### config.mk
export PLATFORM = sky130hd
export DESIGN_NAME = mult_seq_flat
export DESIGN_NICKNAME = d
export VERILOG_FILES = /design/src/rtl/mult_seq_pkg.sv /design/src/rtl/mult_seq_if.sv /design/src/rtl/mult_add33.sv /design/src/rtl/mult_seq.sv /design/src/flat_wrapper.sv
export SDC_FILE = /design/constraint.sdc
export NUM_CORES = 1
export LEC_CHECK = 0
export ABC_AREA = 1
export CAP_MARGIN = 20
export CORE_MARGIN = 3
export CORE_UTILIZATION = 45
export CTS_CLUSTER_DIAMETER = 80
export DETAILED_ROUTE_END_ITERATION = 8
export HOLD_SLACK_MARGIN = 0.05
export PLACE_DENSITY_LB_ADDON = 0.25
export SYNTH_ARGS = -nofsm -noshare
export SYNTH_HDL_FRONTEND = slang
export SYNTH_SLANG_ARGS = --single-unit
### constraint.sdc
create_clock -name clk -period 3.5 [get_ports clk]
set_input_delay 0.7 -clock clk [delete_from_list [all_inputs] [get_ports clk]]
set_output_delay 0.7 -clock clk [all_outputs]
set_load 0.02 [all_outputs]
### src/rtl/mult_seq_pkg.sv
// Shared definitions for the iterative shift-add multiplier: state encoding,
// iteration/latency constants and the operand magnitude helper.
package mult_seq_pkg;

  localparam int MULT_WIDTH   = 32;
  localparam int MULT_ITER    = MULT_WIDTH;
  localparam int MULT_LATENCY = MULT_ITER + 2;
  localparam int MULT_CNT_W   = $clog2(MULT_ITER);

  typedef enum logic [1:0] {
    IDLE = 2'd0,
    CALC = 2'd1,
    FIX  = 2'd2,
    DONE = 2'd3
  } mult_state_t;

  // Magnitude of an operand; unsigned operands pass through untouched.
  // The most negative value maps to 2^(W-1), which is exact as an unsigned number.
  function automatic logic [MULT_WIDTH-1:0] mult_mag(
    input logic [MULT_WIDTH-1:0] v,
    input logic                  is_signed
  );
    return (is_signed && v[MULT_WIDTH-1]) ? (~v + MULT_WIDTH'(1)) : v;
  endfunction

endpackage

### src/rtl/mult_seq_if.sv
// Start/busy/done handshake and operand/result bundle between the control
// unit (master) and the multiplier (slave).
interface mult_seq_if
  import mult_seq_pkg::*;
#(
  parameter int WIDTH = MULT_WIDTH
);

  logic                 start;
  logic                 signed_op;
  logic [WIDTH-1:0]     x;
  logic [WIDTH-1:0]     y;
  logic                 busy;
  logic                 done;
  logic [2*WIDTH-1:0]   product;
  logic                 overflow;

  modport master (
    output start, signed_op, x, y,
    input  busy, done, product, overflow
  );

  modport slave (
    input  start, signed_op, x, y,
    output busy, done, product, overflow
  );

endinterface

### src/rtl/mult_add33.sv
// Combinational W+1-bit adder used for the one partial-sum addition per cycle.
module mult_add33 #(
  parameter int W = 32
) (
  input  logic [W-1:0] a,
  input  logic [W-1:0] b,
  output logic [W:0]   s
);

  assign s = {1'b0, a} + {1'b0, b};

endmodule

### src/rtl/mult_seq.sv
// Iterative WIDTH x WIDTH shift-add multiplier: magnitudes multiplied over
// MULT_ITER cycles, then sign fix-up and overflow in a separate FIX cycle.
module mult_seq
  import mult_seq_pkg::*;
#(
  parameter int WIDTH = MULT_WIDTH
) (
  input  logic       clk,
  input  logic       rst_n,
  mult_seq_if.slave  bus
);

  localparam int CNT_W = $clog2(WIDTH);
  localparam logic [CNT_W-1:0] CNT_LAST = CNT_W'(WIDTH - 1);

  mult_state_t          state_q,    state_d;
  logic [CNT_W-1:0]     cnt_q,      cnt_d;
  logic [WIDTH-1:0]     mcand_q,    mcand_d;
  logic [WIDTH-1:0]     hi_q,       hi_d;
  logic [WIDTH-1:0]     lo_q,       lo_d;
  logic                 neg_q,      neg_d;
  logic                 signed_q,   signed_d;
  logic                 busy_q,     busy_d;
  logic                 done_q,     done_d;
  logic [2*WIDTH-1:0]   product_q,  product_d;
  logic                 overflow_q, overflow_d;

  logic [WIDTH-1:0]     addend;
  logic [WIDTH:0]       sum33;
  logic [2*WIDTH-1:0]   acc;
  logic [2*WIDTH-1:0]   fixed;
  logic                 fixed_ovf;

  assign addend = lo_q[0] ? mcand_q : '0;

  mult_add33 #(.W(WIDTH)) u_add (
    .a (hi_q),
    .b (addend),
    .s (sum33)
  );

  // The negate lives only on the FIX path, so it never chains with the add.
  assign acc   = {hi_q, lo_q};
  assign fixed = neg_q ? (~acc + (2*WIDTH)'(1)) : acc;
  assign fixed_ovf = signed_q ? (fixed[2*WIDTH-1:WIDTH] != {WIDTH{fixed[WIDTH-1]}})
                              : (fixed[2*WIDTH-1:WIDTH] != '0);

  always_comb begin
    // NOTE: every variable gets a default first so no path leaves it unassigned,
    // which would otherwise infer a latch.
    state_d    = state_q;
    cnt_d      = cnt_q;
    mcand_d    = mcand_q;
    hi_d       = hi_q;
    lo_d       = lo_q;
    neg_d      = neg_q;
    signed_d   = signed_q;
    product_d  = product_q;
    overflow_d = overflow_q;

    unique case (state_q)
      IDLE: begin
        if (bus.start) begin
          mcand_d    = mult_mag(bus.x, bus.signed_op);
          lo_d       = mult_mag(bus.y, bus.signed_op);
          neg_d      = bus.signed_op & (bus.x[WIDTH-1] ^ bus.y[WIDTH-1]);
          signed_d   = bus.signed_op;
          hi_d       = '0;
          cnt_d      = '0;
          product_d  = '0;
          overflow_d = 1'b0;
          state_d    = CALC;
        end
      end
      CALC: begin
        // Shift {carry,hi,lo} right by one; the carry lands in hi's MSB.
        hi_d  = sum33[WIDTH:1];
        lo_d  = {sum33[0], lo_q[WIDTH-1:1]};
        cnt_d = cnt_q + CNT_W'(1);
        if (cnt_q == CNT_LAST) state_d = FIX;
      end
      FIX: begin
        {hi_d, lo_d} = fixed;
        product_d    = fixed;
        overflow_d   = fixed_ovf;
        state_d      = DONE;
      end
      DONE: begin
        state_d = IDLE;
      end
      default: state_d = IDLE;
    endcase

    busy_d = (state_d == CALC) || (state_d == FIX);
    done_d = (state_d == DONE);
  end

  // NOTE: sequential state uses non-blocking assignments so every flop samples
  // the pre-edge value of the others, independent of statement order.
  always_ff @(posedge clk or negedge rst_n) begin
    if (!rst_n) begin
      state_q    <= IDLE;
      cnt_q      <= '0;
      mcand_q    <= '0;
      hi_q       <= '0;
      lo_q       <= '0;
      neg_q      <= 1'b0;
      signed_q   <= 1'b0;
      busy_q     <= 1'b0;
      done_q     <= 1'b0;
      product_q  <= '0;
      overflow_q <= 1'b0;
    end else begin
      state_q    <= state_d;
      cnt_q      <= cnt_d;
      mcand_q    <= mcand_d;
      hi_q       <= hi_d;
      lo_q       <= lo_d;
      neg_q      <= neg_d;
      signed_q   <= signed_d;
      busy_q     <= busy_d;
      done_q     <= done_d;
      product_q  <= product_d;
      overflow_q <= overflow_d;
    end
  end

  assign bus.busy     = busy_q;
  assign bus.done     = done_q;
  assign bus.product  = product_q;
  assign bus.overflow = overflow_q;

endmodule
### src/flat_wrapper.sv
// flat-port wrapper written by rule: the top's interface ports become plain ports
module mult_seq_flat import mult_seq_pkg::*;
#(
  parameter int WIDTH = MULT_WIDTH
)
  (clk, rst_n, bus_start, bus_signed_op, bus_x, bus_y, bus_busy, bus_done, bus_product, bus_overflow);
  mult_seq_if #(.WIDTH(WIDTH)) bus_i ();
  input  logic clk;
  input  logic rst_n;
  input wire logic [$bits(bus_i.start)-1:0] bus_start;
  input wire logic [$bits(bus_i.signed_op)-1:0] bus_signed_op;
  input wire logic [$bits(bus_i.x)-1:0] bus_x;
  input wire logic [$bits(bus_i.y)-1:0] bus_y;
  output wire logic [$bits(bus_i.busy)-1:0] bus_busy;
  output wire logic [$bits(bus_i.done)-1:0] bus_done;
  output wire logic [$bits(bus_i.product)-1:0] bus_product;
  output wire logic [$bits(bus_i.overflow)-1:0] bus_overflow;
  assign bus_i.start = bus_start;
  assign bus_i.signed_op = bus_signed_op;
  assign bus_i.x = bus_x;
  assign bus_i.y = bus_y;
  assign bus_busy = bus_i.busy;
  assign bus_done = bus_i.done;
  assign bus_product = bus_i.product;
  assign bus_overflow = bus_i.overflow;
  mult_seq #(.WIDTH(WIDTH)) u_core (.clk(clk), .rst_n(rst_n), .bus(bus_i));
endmodule
Fig. 1: a small window of the routed layout
The bar under the picture is 20 µm long. Region (20, 20) to (70, 70) µm. Cells in grey, sequential cells in the stronger grey; small squares are vias.
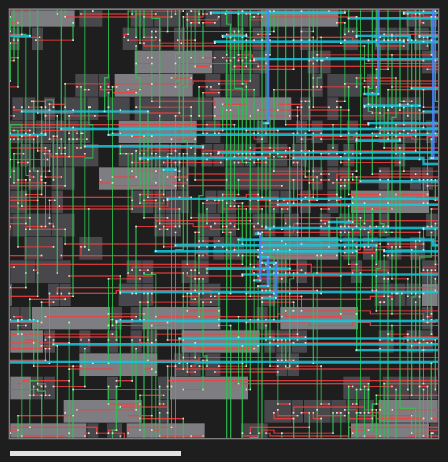
met3: marked cyan. met1: marked red. met4: marked blue. met2: marked green.
Sequential cells in the window: 20. Netlist names of flops here include u_core.lo_q (9), u_core.bus.product (8), u_core.hi_q (2). Most frequent: nand2_1 (68), nor2_1 (24), o21ai_0 (23). 210 logic cells have their middle in the window.

Fig. 2: sequential cells coloured by netlist name
Other sequential cells in the stronger grey, the rest of the logic in the fainter grey.
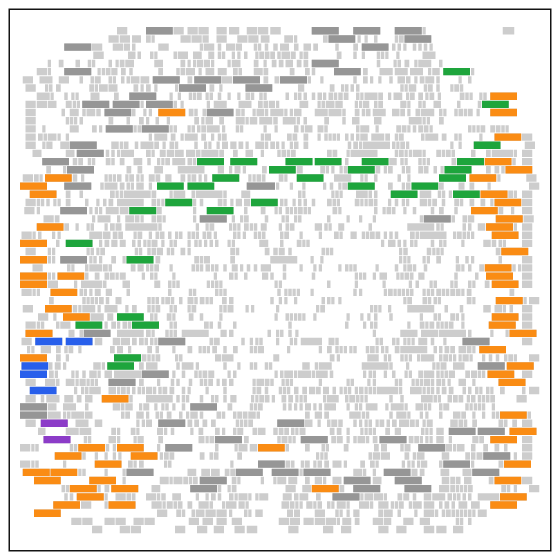
u_core.hi_q: marked green, flops 32. u_core.bus.product: marked orange, flops 64. u_core.state_q: marked purple, flops 2. u_core.cnt_q: marked blue, flops 5.

Fig. 3: cell classes on the final placement
Fill, decap, tap and diode cells in grey.
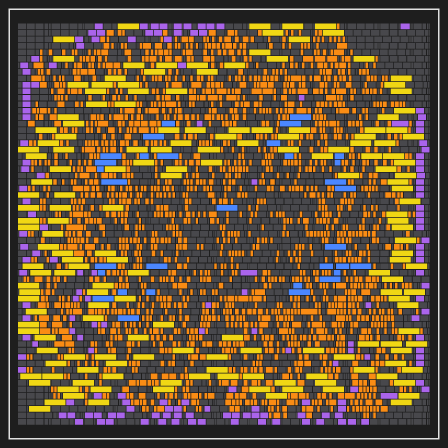
all other logic: marked orange, cells 1,901, share of their area 58%. other buffers and delay cells: marked purple, cells 163, share of their area 10%. clock drivers and dummy loads: marked blue, cells 32, share of their area 4.0%. flip-flops: marked yellow, cells 172, share of their area 28%.
row count: 62
flop share of the area: 26.87%
Final Instance Area: 16,020 µm²
Core Util, Final: 54.94%
core area: 29,170 µm²

Fig. 4: wiring heat map
The bar under the picture is 50 µm long. 36 x 36 tiles, from black (low) to pale yellow (high), scaled to the fullest tile. Values are wire area over tile area, all layers added.
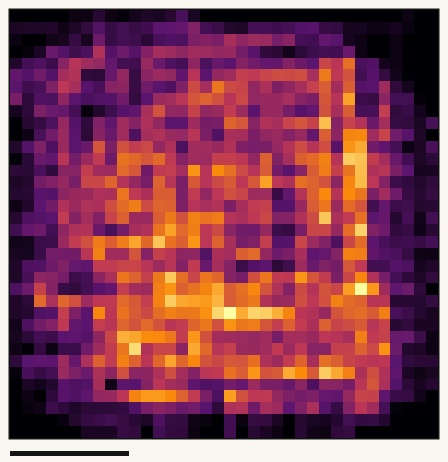
The fullest tile reaches 0.73. The mean over all tiles is 0.26. 7.4% of the tiles are nearly empty.
DR vias: 14,915
Routed Wire Length: 49,780 µm
Global Route Usage Sum: 29.98%

Fig. 5: placed standard cells
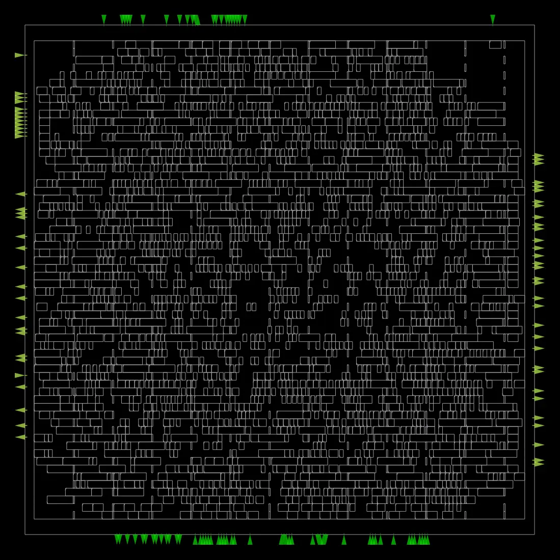
TAP cells: 384
fill count: 2,942
seq_cells: 172

==> CHANGELOG.md <==
## Flow update

* Outcome: finished, final reports clean
* Number of enable flip-flop cells at 0
* Final Hold Viols at 0
* PwrDens at between 800 and 900 nW/µm²
* CP bufs+invs at 4
* Top area cell types: dfrtp_1 (32%), nand2_1 (19%), nor2_1 (8.5%)
* Crit path required time at between 3 and 4 ns
* Log Warnings at 31
* GR Util met1 at between 40% and 50%
* Slowest stage delay, CP at 0.50 ns
* Die Y-Extent at roughly 180 µm
* Number of I/O port buffers at around 130
* Sw frac at between 50 and 60%
* Wire length per cell at roughly 19 µm
* Worst-Margin Slew at around 1.0 ns
* Final worst slack at 0.3947 ns
* Ys async rst share at 100.0%
* Top_reg_cell synth: dfrtp_1
* Max IR drop VDD at 0.5152 mV
* Leak pwr at between 7 and 8 nW
* Xor/xnor share at under 10%
* Family with the most delay on the worst path: AND-OR/OR-AND gates
* Cts bufs inserted at 17
* Syn_area_per_cell at between 6 and 7 µm²
* # Max-Cap Violations at 0
* Clk slew on worst S/H paths at 0.08 ns
* RSZ-0062 raised after global routing: false
* Routed Antenna Nets at 0
* Setup CP Type: reg -> reg
* Cell Area, Synth at about 14,000 µm²
* Flops after synth at 172
* Detailed Route Iter0 Violations at about 1,600
* MUX area fraction at 0%
* CP max-delay cell: dfrtp_1
* FF-to-FF Start: u_core.lo_q[0]
* Critical Path Sink Type: register
* Power share of the combinational group at approximately three fifths
* CP max FO at 9
* First-pass GRT wire length at about 77,000 µm
* Critical Path Sink: u_core.hi_q[17]
* Post-synth seq share at 31.73%
* Fmax at about 320 MHz
* Vias in the first global route at about 14,000
* Most crowded layer after global routing: met2
* Syn Inst Count at 2,140
* Dominant comb cell: simple AND/OR/NAND/NOR gates
* Aoi share at roughly 16%
* Clock tree buffer depth at 2
* Clock share of power at 15.4%
* Cell Type Count at 54
* Non-filler cells, final at about 2,700
* Die Wd at 179.6 µm
* Worst r2r path cells at 18
* NetSw at approximately 7.3 mW
* CP Depth at 18
* Layout cells sized above 1 at 5.203%
* Starting density of the core at 46.51%
* Sequential Power Share at approximately 25%
* GRT overflow at 0
* Finish-stage setup viols at 0
* Synth top area share at 31.73%
* CTS tree: yes
* Synthesis area per yosys at ~14,000 µm²
* H-Tree Depth at 4
## flip-flops by register name, summed over array words and instances, names as in the netlist
register             flops
u_core.lo_q             32
u_core.hi_q             32
u_core.mcand_q          32
u_core.signed_q          1
u_core.cnt_q             5
u_core.bus.done          1
u_core.bus.overflow      1
u_core.bus.product      64
u_core.neg_q             1
u_core.bus.busy          1
u_core.state_q           2
## metrics by stage
| step | util, % | power [mW] |
|---|---|---|
| global route | 54.94 | 14.39 |
| CTS | 54.94 | 13.12 |
| finish | 54.94 | 13.33 |
| detailed placement | 52.81 | 11.04 |
| floorplan | - | 8.546 |
| global placement | 52.81 | 10.99 |
## layer usage
metal	up-vias	share of wire (%)
met1	6994	46
met4	0	2.4
met2	649	43
li1	7198	-
met5	-	0
met3	74	9.3
## power by group through the flow
stage / clock network, mW / registers (mW) / logic, mW
after floorplan: 0 / 3.03 / 5.52
after global placement: 0 / 3.35 / 7.64
after detailed placement: 0 / 3.36 / 7.68
after CTS: 2.07 / 3.33 / 7.72
after global routing: 2.15 / 3.42 / 8.82
final: 2.05 / 3.35 / 7.92
## final cells by class
| cell class | count | area (µm²) | share of cell area, % |
|---|---|---|---|
| multi-input cells | 1704 | 8279 | 51.67 |
| clock inverters | 15 | 196.4 | 1.226 |
| inverters | 197 | 739.5 | 4.615 |
| clock buffers | 17 | 425.4 | 2.655 |
| flip-flops and latches | 172 | 4305 | 26.87 |
| well taps | 384 | 480.5 | 2.998 |
| repair buffers | 163 | 1598 | 9.971 |
## cells by family after synthesis
group           count (synthesis)
simple gates                 1211
compound gates                391
buf+inv                       264
flops                         172
xor+xnor                       60
fa+ha+maj                      42
## repair_timing
item,4_1_cts,5_1_grt
setup endpoints to repair,0,4
hold endpoints to repair,0,0
buffers inserted,0,0
gates resized,0,1
Power is estimated from default activity; no workload was simulated.
